File: src/rtl/pixel_fetch_scheduler.sv
// Pixel fetch scheduler: walks the raster, handshakes each pixel colour with
// software over PIOs (4-phase req/ack), and buffers colours in a FWFT FIFO
// for the VGA scan-out side. A per-phase timeout keeps the display fed.
module pixel_fetch_scheduler #(
  parameter int          H_RES         = 640,
  parameter int          V_RES         = 480,
  parameter int          FIFO_DEPTH    = 16,
  parameter int          TIMEOUT       = 1023,
  parameter logic [23:0] DEFAULT_COLOR = 24'h000000
) (
  input  logic                          clk_clk,
  input  logic                          reset_reset,
  input  logic                          enable,
  input  logic                          frame_sync,
  output logic [31:0]                   req_position,
  output logic                          req_valid,
  input  logic [23:0]                   resp_color,
  input  logic                          resp_ack,
  input  logic                          rd_en,
  output logic [23:0]                   rd_color,
  output logic                          rd_empty,
  output logic [$clog2(FIFO_DEPTH):0]   fifo_level,
  output logic [15:0]                   timeout_count,
  output logic                          frame_done,
  output logic                          busy
);

  localparam int          AW      = $clog2(FIFO_DEPTH);
  localparam logic [15:0] TO_V    = 16'(TIMEOUT);
  localparam logic [15:0] X_LAST  = 16'(H_RES - 1);
  localparam logic [15:0] Y_LAST  = 16'(V_RES - 1);
  localparam logic [AW:0] DEPTH_V = (AW + 1)'(FIFO_DEPTH);

  typedef enum logic [1:0] {S_IDLE, S_REQ, S_REL} state_t;

  state_t        r_state, w_next;
  logic [15:0]   r_timer, r_x, r_y, r_to_cnt;
  logic [31:0]   r_pos;
  logic          r_fd;
  logic [23:0]   r_mem [FIFO_DEPTH];
  logic [AW-1:0] r_wp, r_rp;
  logic [AW:0]   r_level;

  logic          w_hit, w_full, w_push, w_pop, w_to_evt, w_start, w_last;
  logic [23:0]   w_push_color;

  assign w_hit  = (r_timer == TO_V);
  assign w_full = (r_level == DEPTH_V);
  assign w_last = (r_x == X_LAST) && (r_y == Y_LAST);

  // State register; frame_sync abandons any transaction in flight
  always_ff @(posedge clk_clk) begin
    if (reset_reset)     r_state <= S_IDLE;
    else if (frame_sync) r_state <= S_IDLE;
    else                 r_state <= w_next;
  end

  // Next state: IDLE waits for a stale ack to clear before issuing a request
  always_comb begin
    w_next = r_state;
    case (r_state)
      S_IDLE:  if (enable && !w_full && !resp_ack) w_next = S_REQ;
      S_REQ:   if (resp_ack || w_hit)              w_next = S_REL;
      S_REL:   if (!resp_ack || w_hit)             w_next = S_IDLE;
      default:                                     w_next = S_IDLE;
    endcase
  end

  // Outputs and strobes; req_valid is masked by reset so it drops immediately
  always_comb begin
    req_valid    = (r_state == S_REQ) && !reset_reset;
    busy         = (r_state != S_IDLE);
    w_start      = (r_state == S_IDLE) && (w_next == S_REQ);
    w_push       = (r_state == S_REQ) && (resp_ack || w_hit) && !frame_sync;
    w_push_color = resp_ack ? resp_color : DEFAULT_COLOR;
    w_to_evt     = !frame_sync && w_hit &&
                   (((r_state == S_REQ) && !resp_ack) || ((r_state == S_REL) && resp_ack));
    w_pop        = rd_en && !rd_empty && !frame_sync;
  end

  // Phase timer: counts while in REQ/RELEASE, clears on every state change
  always_ff @(posedge clk_clk) begin
    if (reset_reset || frame_sync)              r_timer <= '0;
    else if (w_next != r_state || r_state == S_IDLE) r_timer <= '0;
    else                                        r_timer <= r_timer + 16'd1;
  end

  // Position latched at request start and held through the handshake
  always_ff @(posedge clk_clk) begin
    if (reset_reset)                 r_pos <= '0;
    else if (!frame_sync && w_start) r_pos <= {r_y, r_x};
  end

  // Raster walk advances on each push; frame_done marks the last pixel
  always_ff @(posedge clk_clk) begin
    if (reset_reset || frame_sync) begin
      r_x  <= '0;
      r_y  <= '0;
      r_fd <= 1'b0;
    end else begin
      r_fd <= w_push && w_last;
      if (w_push) begin
        if (r_x == X_LAST) begin
          r_x <= '0;
          r_y <= (r_y == Y_LAST) ? 16'd0 : r_y + 16'd1;
        end else begin
          r_x <= r_x + 16'd1;
        end
      end
    end
  end

  // Saturating timeout event counter; survives frame_sync
  always_ff @(posedge clk_clk) begin
    if (reset_reset)                         r_to_cnt <= '0;
    else if (w_to_evt && r_to_cnt != 16'hFFFF) r_to_cnt <= r_to_cnt + 16'd1;
  end

  // FIFO storage, no reset needed since reads are masked when empty
  always_ff @(posedge clk_clk) begin
    if (w_push) r_mem[r_wp] <= w_push_color;
  end

  // FIFO pointers and level; pointers wrap naturally at power-of-two depth
  always_ff @(posedge clk_clk) begin
    if (reset_reset || frame_sync) begin
      r_wp    <= '0;
      r_rp    <= '0;
      r_level <= '0;
    end else begin
      if (w_push) r_wp <= r_wp + 1'b1;
      if (w_pop)  r_rp <= r_rp + 1'b1;
      r_level <= r_level + (AW + 1)'(w_push) - (AW + 1)'(w_pop);
    end
  end

  assign rd_empty      = (r_level == '0);
  assign rd_color      = rd_empty ? 24'h0 : r_mem[r_rp];
  assign fifo_level    = r_level;
  assign timeout_count = r_to_cnt;
  assign frame_done    = r_fd;
  assign req_position  = r_pos;

endmodule

File: config.mk
export PLATFORM = sky130hd
export DESIGN_NAME = pixel_fetch_scheduler
export DESIGN_NICKNAME = d
export VERILOG_FILES = /design/src/rtl/pixel_fetch_scheduler.sv
export SDC_FILE = /design/constraint.sdc
export NUM_CORES = 1
export LEC_CHECK = 0
export CAP_MARGIN = 20
export CORE_MARGIN = 2
export CORE_UTILIZATION = 54
export CTS_CLUSTER_DIAMETER = 40
export CTS_CLUSTER_SIZE = 24
export DETAILED_ROUTE_END_ITERATION = 8
export PLACE_DENSITY = 0.83
export SYNTH_ARGS = -nofsm -noshare
export SYNTH_HDL_FRONTEND = slang
export SYNTH_SLANG_ARGS = --single-unit
File: constraint.sdc
create_clock -name clk_clk -period 3.3 [get_ports clk_clk]
set_input_delay 0.66 -clock clk_clk [delete_from_list [all_inputs] [get_ports clk_clk]]
set_output_delay 0.66 -clock clk_clk [all_outputs]
set_load 0.01 [all_outputs]
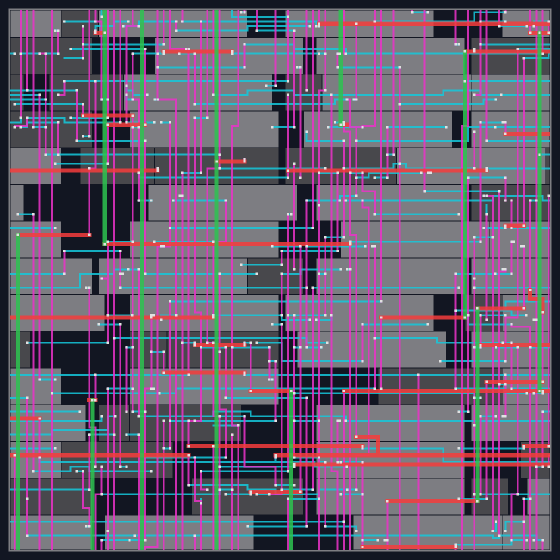
zoom.png
Region (79, 79) to (119, 119) um. Cells in grey, sequential cells in the stronger grey; small squares are vias.
- green: met4
- magenta: met2
- cyan: met1
- red: met3
- sequential cells in the window: 33
- most frequent: edfxtp_1 (33), mux4_2 (8), buf_4 (4)
- netlist names of flops here include: r_mem (33)
- cells with their middle in the window: 54

==> impl_metrics.toml <==
# physical design summary
[outcome]
status = "complete, but fails checks"
violations = "negative setup slack"

[timing]
holdWs_ps = 433
post-route-period-util_pct = 104
fin_ws_ps = -142
worst_pin_slew_ps = 772
final.setup.tns_ps = -2100
period_needed_ps = 3440
final_max_slew_viol_count = 0
finalSetupViolCount = 24
hold_violations = 0

[layout]
layout_top_cell = "edfxtp_1"
mostFrequentLayoutCells = "edfxtp_1, mux4_2, dfxtp_1, nor2_1, clkdlybuf4s50_1"
final_area_sq_um = 24500
seq_area_sq_um = 13900
drive_gt1_share_pct = 25.4
largest_reg_flops = 384
nNetsFinal = 1416

[logic_synthesis]
area_leaders = "edfxtp_1, mux4_2, dfxtp_1, mux2i_1, nor2_1"
syn-cell-area_sq_um = 20100
ys_cells = 1185
mux_share_pct = 15.4
yosysUniqueCellTypes = 59
ys_sh_xor_pct = 1.74
async_reset_ff_share_pct = 0
ys_dominant_reg_cell = "edfxtp_1"
ys.flops = 500
netlist.area_leader.share_pct = 57.3
avgSynthCellArea_sq_um = 17.0
largest_area_cell = "edfxtp_1"
yosysMostFrequentCell = "edfxtp_1"
syn_inst = 1185

[cts]
ctsResizeCount = 121
cts_tree = "yes"
postCtsSetupRepairBufs = 22
clockRootBuffer = "clkbuf_16"
cts_buffers = 51
clock_path_buffers = 3
htree_levels = 2
clk_pin_slew_ps = 80

[worst_setup_path]
rrSetupSlack_ps = 150
critPathCapture = "rd_color[13]"
cp_cell_sequence = "buf_12 > buf_16 > buf_4 > mux4_2 > mux4_2 > nor2b_1 > buf_2"
cp.arrival_ps = 2780
r2r_start = "r_timer[10]"
slowest_stage = "mux4_2"
crit_top_cell = "mux4_2"
cp_top_family = "multiplexers"
cp.depth = 7
cp-end-kind = "primary output"
worstPathRequired_ps = 2640
critPathMaxFanout = 9

[global_route]
grt_max_degree = 58
grt.met1_usage_pct = 32.2
grt_pass1_vias = 12240
grt_first_pass_wirelength_mm = 74.4
grt_overflow = 0
gr-usage-met3_pct = 5.70
busiest_layer = "met2"

[power_and_ir_drop]
power.group.top = "registers"
pg_comb_mw = 0.740
power.density_nw_per_um2 = 557
p_comb_share_pct = 5.4
p_clk_mw = 6.14
seq_power_share_pct = 49.6
p_int_mw = 10.4
switching_share_pct = 24.2

[die]
core_area_sq_um = 36700
chip_area_sq_um = 38800
num_io_pins = 111
num_rows = 70
die_w_um = 197
die-height_um = 197

[detailed_routing]
antenna_left = 0
wl_per_cell_um = 26.3
drtPass1Iterations = 7
top_layer = "met4"
wl_met2_mm = 25.8

[min_path]
hold_class = "in -> reg"
whs_path_depth = 2

[placed_design]
place.gp.congestion = 0.813
placed_cell_area_sq_um = 22200
portBuffers = 110

[job]
cap_violations = 0
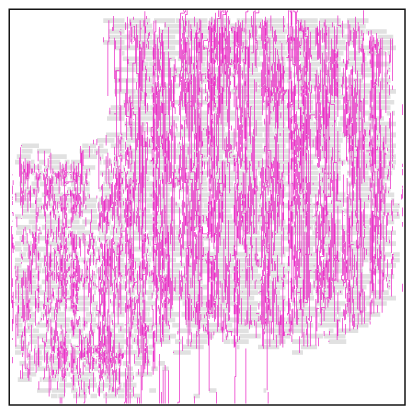
met2.png
Drawn at 2 px/um. Cells faint in the background.
- share of all routed wire: 52%
- main direction: vertical
- nets with wire on the layer: 1,293
- longest straight run: 65.3 um
- wire length on this layer: 25.8 mm
GR Util met2: 45.5%
via count: 11,856

[metrics by stage]
| stage | utilization (%) | power (mW) | cells | setup WS (ps) |
|---|---|---|---|---|
| final | 66.8 | 13.7 | 1882 | -142 |
| after global routing | 66.8 | 14.0 | 1880 | -180 |
| after CTS | 66.6 | 13.6 | 1873 | -164 |
| after detailed placement | 60.5 | 7.58 | 1750 | 96.1 |
| after global placement | 60.5 | 7.56 | 1750 | 139 |
| after floorplan | - | 7.27 | 1185 | 29.5 |
[final cells by class]
type / count / area share [%]
clock inverters: 43 / 2.27
flip-flops and latches: 500 / 56.5
well taps: 468 / 2.39
clock buffers: 52 / 5.22
inverters: 22 / 0.337
multi-input cells: 603 / 24.4
diodes: 2 / 0.0204
repair buffers: 192 / 8.79
Power is estimated from default activity; no workload was simulated.
